**src/rtl/video_cfg_bank_if.sv**
```systemverilog
// Register bus between the MCU and the video configuration bank.
// The master drives writes and addresses; the slave returns combinational read data.
interface video_cfg_bank_if #(
  parameter int AW = 6
);
  logic [31:0]   reg_wdata;
  logic [AW+1:0] reg_addr;
  logic          reg_wstrobe;
  logic [31:0]   reg_rdata;

  modport master (output reg_wdata, output reg_addr, output reg_wstrobe, input reg_rdata);
  modport slave  (input reg_wdata, input reg_addr, input reg_wstrobe, output reg_rdata);
endinterface

```
**src/rtl/video_cfg_bank.sv**
```systemverilog
// Double-buffered video configuration bank: shadow registers are copied to the active set on a
// frame-aligned or immediate commit, followed by a four-phase req/ack handshake with the pixel domain.
module video_cfg_bank #(
  parameter int NREGS   = 12,
  parameter int DW      = 16,
  parameter int AW      = 6,
  parameter int TIMEOUT = 65535
) (
  input  logic                clk,
  input  logic                reset,
  video_cfg_bank_if.slave     bus,
  input  logic                sync_flybk,
  input  logic                cfg_ack,
  output logic                cfg_req,
  output logic [NREGS*DW-1:0] cfg_active,
  output logic                busy
);

  localparam int            CW         = $clog2(TIMEOUT);
  localparam logic [AW-1:0] CTRL_IDX   = AW'(NREGS);
  localparam logic [CW-1:0] PHASE_LAST = CW'(TIMEOUT - 1);

  typedef enum logic [1:0] {IDLE, WAIT_FLYBK, REQ, RELEASE} state_t;

  state_t        state, next_state;
  logic [AW-1:0] word_idx;
  logic [DW-1:0] shadow [NREGS];
  logic          flybk_meta, flybk_s, flybk_prev;
  logic          ack_meta, ack_s;
  logic [CW-1:0] phase_cnt;
  logic [7:0]    count;
  logic          timeout_flag;
  logic          ctrl_wr, commit_req, flybk_rise, phase_expired;
  logic          load_active, req_clr, phase_clr, phase_inc, count_inc, timeout_set;
  logic [31:0]   rdata;
  logic          unused_bits;

  assign word_idx      = bus.reg_addr[AW+1:2];
  assign ctrl_wr       = bus.reg_wstrobe && (word_idx == CTRL_IDX);
  assign commit_req    = ctrl_wr && bus.reg_wdata[0];
  assign flybk_rise    = flybk_s & ~flybk_prev;
  assign phase_expired = (phase_cnt == PHASE_LAST);
  assign unused_bits   = ^{bus.reg_addr[1:0], bus.reg_wdata};

  always_ff @(posedge clk) begin
    if (reset) state <= IDLE;
    else       state <= next_state;
  end

  // Commits are only honoured from IDLE, which is what locks out a second commit while busy.
  always_comb begin
    next_state = state;
    case (state)
      IDLE:       if (commit_req) next_state = bus.reg_wdata[1] ? REQ : WAIT_FLYBK;
      WAIT_FLYBK: if (flybk_rise) next_state = REQ;
      REQ:        if (ack_s) next_state = RELEASE;
                  else if (phase_expired) next_state = IDLE;
      RELEASE:    if (!ack_s) next_state = IDLE;
                  else if (phase_expired) next_state = IDLE;
      default:    next_state = IDLE;
    endcase
  end

  always_comb begin
    busy        = (state != IDLE);
    load_active = (next_state == REQ) && (state != REQ);
    req_clr     = (state == REQ) && (next_state != REQ);
    phase_clr   = load_active || ((state == REQ) && ack_s);
    phase_inc   = ((state == REQ) || (state == RELEASE)) && !phase_expired;
    count_inc   = (state == RELEASE) && !ack_s;
    timeout_set = phase_expired &&
                  (((state == REQ) && !ack_s) || ((state == RELEASE) && ack_s));
  end

  always_ff @(posedge clk) begin
    if (reset) begin
      for (int i = 0; i < NREGS; i++) shadow[i] <= '0;
      cfg_active   <= '0;
      cfg_req      <= 1'b0;
      flybk_meta   <= 1'b0;
      flybk_s      <= 1'b0;
      flybk_prev   <= 1'b0;
      ack_meta     <= 1'b0;
      ack_s        <= 1'b0;
      phase_cnt    <= '0;
      count        <= '0;
      timeout_flag <= 1'b0;
    end else begin
      flybk_meta <= sync_flybk;
      flybk_s    <= flybk_meta;
      flybk_prev <= flybk_s;
      ack_meta   <= cfg_ack;
      ack_s      <= ack_meta;

      if (bus.reg_wstrobe) begin
        for (int i = 0; i < NREGS; i++)
          if (word_idx == AW'(i)) shadow[i] <= bus.reg_wdata[DW-1:0];
      end

      if (load_active) begin
        for (int i = 0; i < NREGS; i++) cfg_active[i*DW +: DW] <= shadow[i];
      end

      if (load_active)  cfg_req <= 1'b1;
      else if (req_clr) cfg_req <= 1'b0;

      if (phase_clr)      phase_cnt <= '0;
      else if (phase_inc) phase_cnt <= phase_cnt + 1'b1;

      if (count_inc) count <= count + 8'd1;

      // A timeout landing on the same edge as a clear write keeps the sticky set.
      if (timeout_set)                       timeout_flag <= 1'b1;
      else if (ctrl_wr && bus.reg_wdata[3])  timeout_flag <= 1'b0;
    end
  end

  always_comb begin
    rdata = 32'h0;
    if (word_idx == CTRL_IDX)
      rdata = {16'h0, count, 4'h0, timeout_flag, flybk_s, ack_s, busy};
    for (int i = 0; i < NREGS; i++)
      if (word_idx == AW'(i)) rdata = 32'(shadow[i]);
  end

  assign bus.reg_rdata = rdata;

endmodule

```
**src/flat_wrapper.sv**
```systemverilog
// flat-port wrapper written by rule: the top's interface ports become plain ports
module video_cfg_bank_flat 
#(
  parameter int NREGS   = 12,
  parameter int DW      = 16,
  parameter int AW      = 6,
  parameter int TIMEOUT = 65535
)
  (clk, reset, sync_flybk, cfg_ack, cfg_req, cfg_active, busy, bus_reg_wdata, bus_reg_addr, bus_reg_wstrobe, bus_reg_rdata);
  video_cfg_bank_if #(.AW(AW)) bus_i ();
  input  logic clk;
  input  logic reset;
  input  logic sync_flybk;
  input  logic cfg_ack;
  output logic cfg_req;
  output logic [NREGS*DW-1:0] cfg_active;
  output logic busy;
  input wire logic [$bits(bus_i.reg_wdata)-1:0] bus_reg_wdata;
  input wire logic [$bits(bus_i.reg_addr)-1:0] bus_reg_addr;
  input wire logic [$bits(bus_i.reg_wstrobe)-1:0] bus_reg_wstrobe;
  output wire logic [$bits(bus_i.reg_rdata)-1:0] bus_reg_rdata;
  assign bus_i.reg_wdata = bus_reg_wdata;
  assign bus_i.reg_addr = bus_reg_addr;
  assign bus_i.reg_wstrobe = bus_reg_wstrobe;
  assign bus_reg_rdata = bus_i.reg_rdata;
  video_cfg_bank #(.NREGS(NREGS), .DW(DW), .AW(AW), .TIMEOUT(TIMEOUT)) u_core (.clk(clk), .reset(reset), .bus(bus_i), .sync_flybk(sync_flybk), .cfg_ack(cfg_ack), .cfg_req(cfg_req), .cfg_active(cfg_active), .busy(busy));
endmodule
```
**config.mk**
```make
export PLATFORM = sky130hd
export DESIGN_NAME = video_cfg_bank_flat
export DESIGN_NICKNAME = d
export VERILOG_FILES = /design/src/rtl/video_cfg_bank_if.sv /design/src/rtl/video_cfg_bank.sv /design/src/flat_wrapper.sv
export SDC_FILE = /design/constraint.sdc
export NUM_CORES = 1
export LEC_CHECK = 0
export ABC_AREA = 0
export CAP_MARGIN = 20
export CORE_MARGIN = 2
export CORE_UTILIZATION = 50
export CTS_CLUSTER_SIZE = 10
export DETAILED_ROUTE_END_ITERATION = 10
export GPL_TIMING_DRIVEN = 1
export PLACE_DENSITY = 0.75
export SYNTH_ARGS = -nofsm -noshare
export SYNTH_HDL_FRONTEND = slang
export SYNTH_SLANG_ARGS = --single-unit
```
**constraint.sdc**
```tcl
create_clock -name clk -period 7.5 [get_ports clk]
set_input_delay 1.5 -clock clk [delete_from_list [all_inputs] [get_ports clk]]
set_output_delay 1.5 -clock clk [all_outputs]
set_load 0.02 [all_outputs]
```
### Cell classes on the final placement

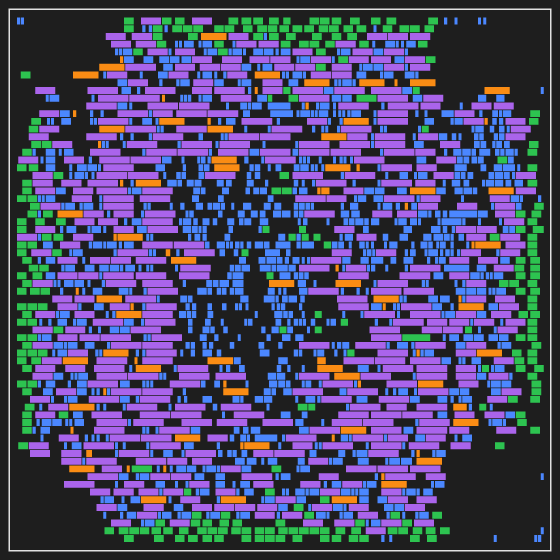
legend:
  combinational and other logic:
    colour: blue
    cells: 1053
    share_of_their_area: 31%
  clock drivers and dummy loads:
    colour: orange
    cells: 86
    share_of_their_area: 6.7%
  flops:
    colour: purple
    cells: 417
    share_of_their_area: 49%
  other buffers and delay cells:
    colour: green
    cells: 260
    share_of_their_area: 12%

### Wiring heat map

Scale bar: 50 microns. The die is cut into 38 by 38 equal tiles; dark blue is low, red is high, scaled to the fullest tile. Values are wire area over tile area, all layers added.
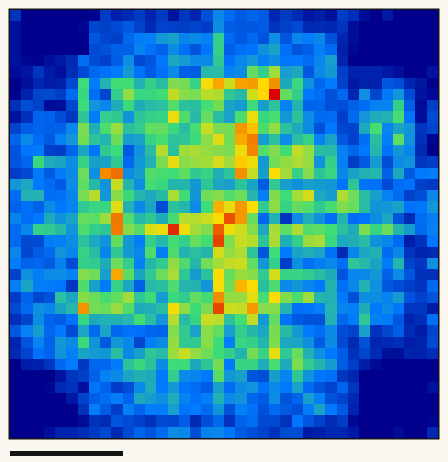
nearly empty tiles: 10%
densest ninth of the die: middle
tiles over half the peak: 18%
mean over tiles: 0.25

### Cell area per tile

Scale bar: 50 microns. The die is cut into 19 by 19 equal tiles; dark blue is low, red is high, 0 to 100% covered.
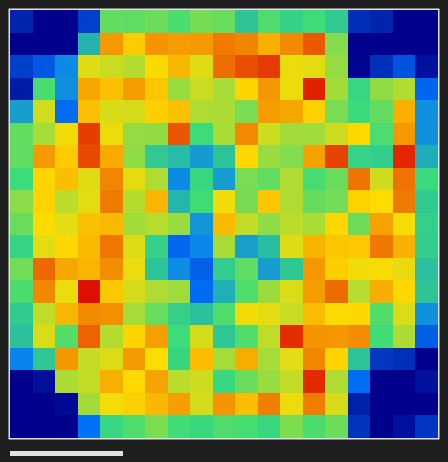
tiles over 75% full: 30%
nearly empty tiles: 7.2%
mean over tiles: 57%
fullest tile: 98%

### Sizing map

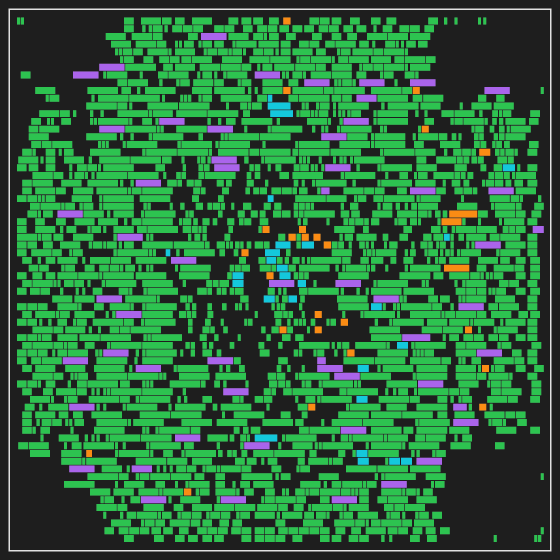
legend:
  _2 cells:
    colour: cyan
    cells: 27
    share: 1.5%
    most_used: mux2_2
  _3 and _4 cells:
    colour: orange
    cells: 27
    share: 1.5%
    most_used: buf_4
  _6 and larger:
    colour: purple
    cells: 56
    share: 3.1%
    most_used: clkbuf_16
  _0 and _1 cells:
    colour: green
    cells: 1706
    share: 94%
    most_used: nor2_1

critical path: cells and delay by family:
kind / cells / cell delay [ns]
compound gates: 3 / 0.96
buf+inv: 2 / 1.53
simple gates: 2 / 1.09
worst min path at each step:
stage | cells after the start | slack [ns] | endpoint | start
2_1_floorplan | 1 | 0.41 | u_core.ack_s | u_core.ack_meta
3_3_place_gp | 1 | 0.43 | u_core.ack_s | u_core.ack_meta
3_5_place_dp | 1 | 0.45 | u_core.ack_s | u_core.ack_meta
4_1_cts | 1 | 0.45 | u_core.ack_s | u_core.ack_meta
5_1_grt | 1 | 0.47 | u_core.flybk_s | u_core.flybk_meta
6_report | 1 | 0.45 | u_core.flybk_s | u_core.flybk_meta
cell type report:
type                       instances  share of cell area (%)
sequential                       417                   48.12
timing repair buffer             260                   12.09
multi-input combinational       1029                   30.19
inverter                          24                  0.4221
clock inverter                     4                  0.1348
tap                              455                   2.667
clock buffer                      82                   6.372
kinds of logic (layout without fill, tap and decap cells):
logic type | count (synthesis) | after routing
mux | 241 | 241
simple gates | 568 | 568
flops | 417 | 417
compound gates | 178 | 178
buf+inv | 159 | 370
xor+xnor | 22 | 22
fa+ha+maj | 4 | 4
other cells | 1 | 16
routing by layer:
| layer | up-vias | track usage (%) | wire length [microns] |
|---|---|---|---|
| met5 | - | 0 | 7 |
| met4 | 2 | 8.169 | 1552 |
| met3 | 97 | 5.700 | 5767 |
| met2 | 798 | 43.22 | 23430 |
| met1 | 6441 | 42.25 | 22480 |
| li1 | 5945 | - | - |
metrics by stage:
| step | worst slack, ns | total power, uW | hold slack, ns | cell area, sq um | util, % |
|---|---|---|---|---|---|
| 5_1_grt | 0.7759 | 5020 | 0.4692 | 21340 | 62.09 |
| 3_3_place_gp | 1.079 | 2836 | 0.4264 | 19930 | 57.97 |
| 3_5_place_dp | 1.027 | 2840 | 0.4479 | 19930 | 57.97 |
| 6_report | 0.9111 | 4905 | 0.4527 | 21340 | 62.09 |
| 2_1_floorplan | 2.553 | 2695 | 0.4138 | 17390 | - |
| 4_1_cts | 1.011 | 4905 | 0.4545 | 21320 | 62.01 |
flip-flops by register name, summed over array words and instances (netlist names), 2 cells and up:
| signal | count |
|---|---|
| u_core.phase_cnt | 16 |
| u_core.count | 8 |
| u_core.cfg_active | 192 |
| u_core.shadow | 192 |
| u_core.state | 2 |
power by group:
part / internal (uW) / leakage, uW / total (uW) / switching [uW]
clock network: 1220 / 0.000666 / 2100 / 874
registers: 2450 / 0.00364 / 2520 / 74.4
logic: 88.4 / 0.00307 / 283 / 194
total: 3760 / 0.00738 / 4900 / 1140
==> flow_metrics.py <==
# Auto-generated metrics
metrics = {
    "status": {
        "status": "completed",
    },
    "yosys": {
        "synth_warnings": 0,
        "ys_sh_adder_pct": 0.2887,
        "yosysTopAreaCell": "edfxtp_1",
        "edf_count": 192,
        "yosysChipArea_sq_mm": 0.01733,
        "synthMuxAreaShare_pct": 14.21,
        "top_cell_area_share_pct": 33.26,
        "logic_family": "multiplexers",
    },
    "die": {
        "die_x_microns": 190.2,
        "core_area_sq_mm": 0.03437,
        "io_pins": 271,
        "num_rows": 68,
    },
    "grt": {
        "antenna_found_initial": 1,
        "grt_usage_pct": 28.74,
    },
    "worst_setup_path": {
        "required_ns": 6.00,
        "critPathMaxFanout": 20,
        "worstPathCellList": "clkdlybuf4s50_1, nand2b_1, nor4_1, o21ai_0, o2111a_1, o31ai_1, clkdlybuf4s50_1",
        "slowest_delay_ns": 0.79,
        "crit_end": "bus_reg_rdata[8]",
    },
    "final_layout": {
        "stdcell_count": 2271,
    },
    "sta": {
        "finalHoldViolCount": 0,
        "rsz0062_at_grt": "no",
        "slew-limit-headroom_pct": 29.79,
        "period_used_pct": 87.85,
        "slew_viol_final": 0,
    },
    "route": {
        "first_pass_iters": 6,
    },
    "clock_tree": {
        "htreeDepth": 2,
        "cts_tree": "done",
        "cts_root_buffer": "clkbuf_16",
    },
}
Power and IR drop assume default switching activity.
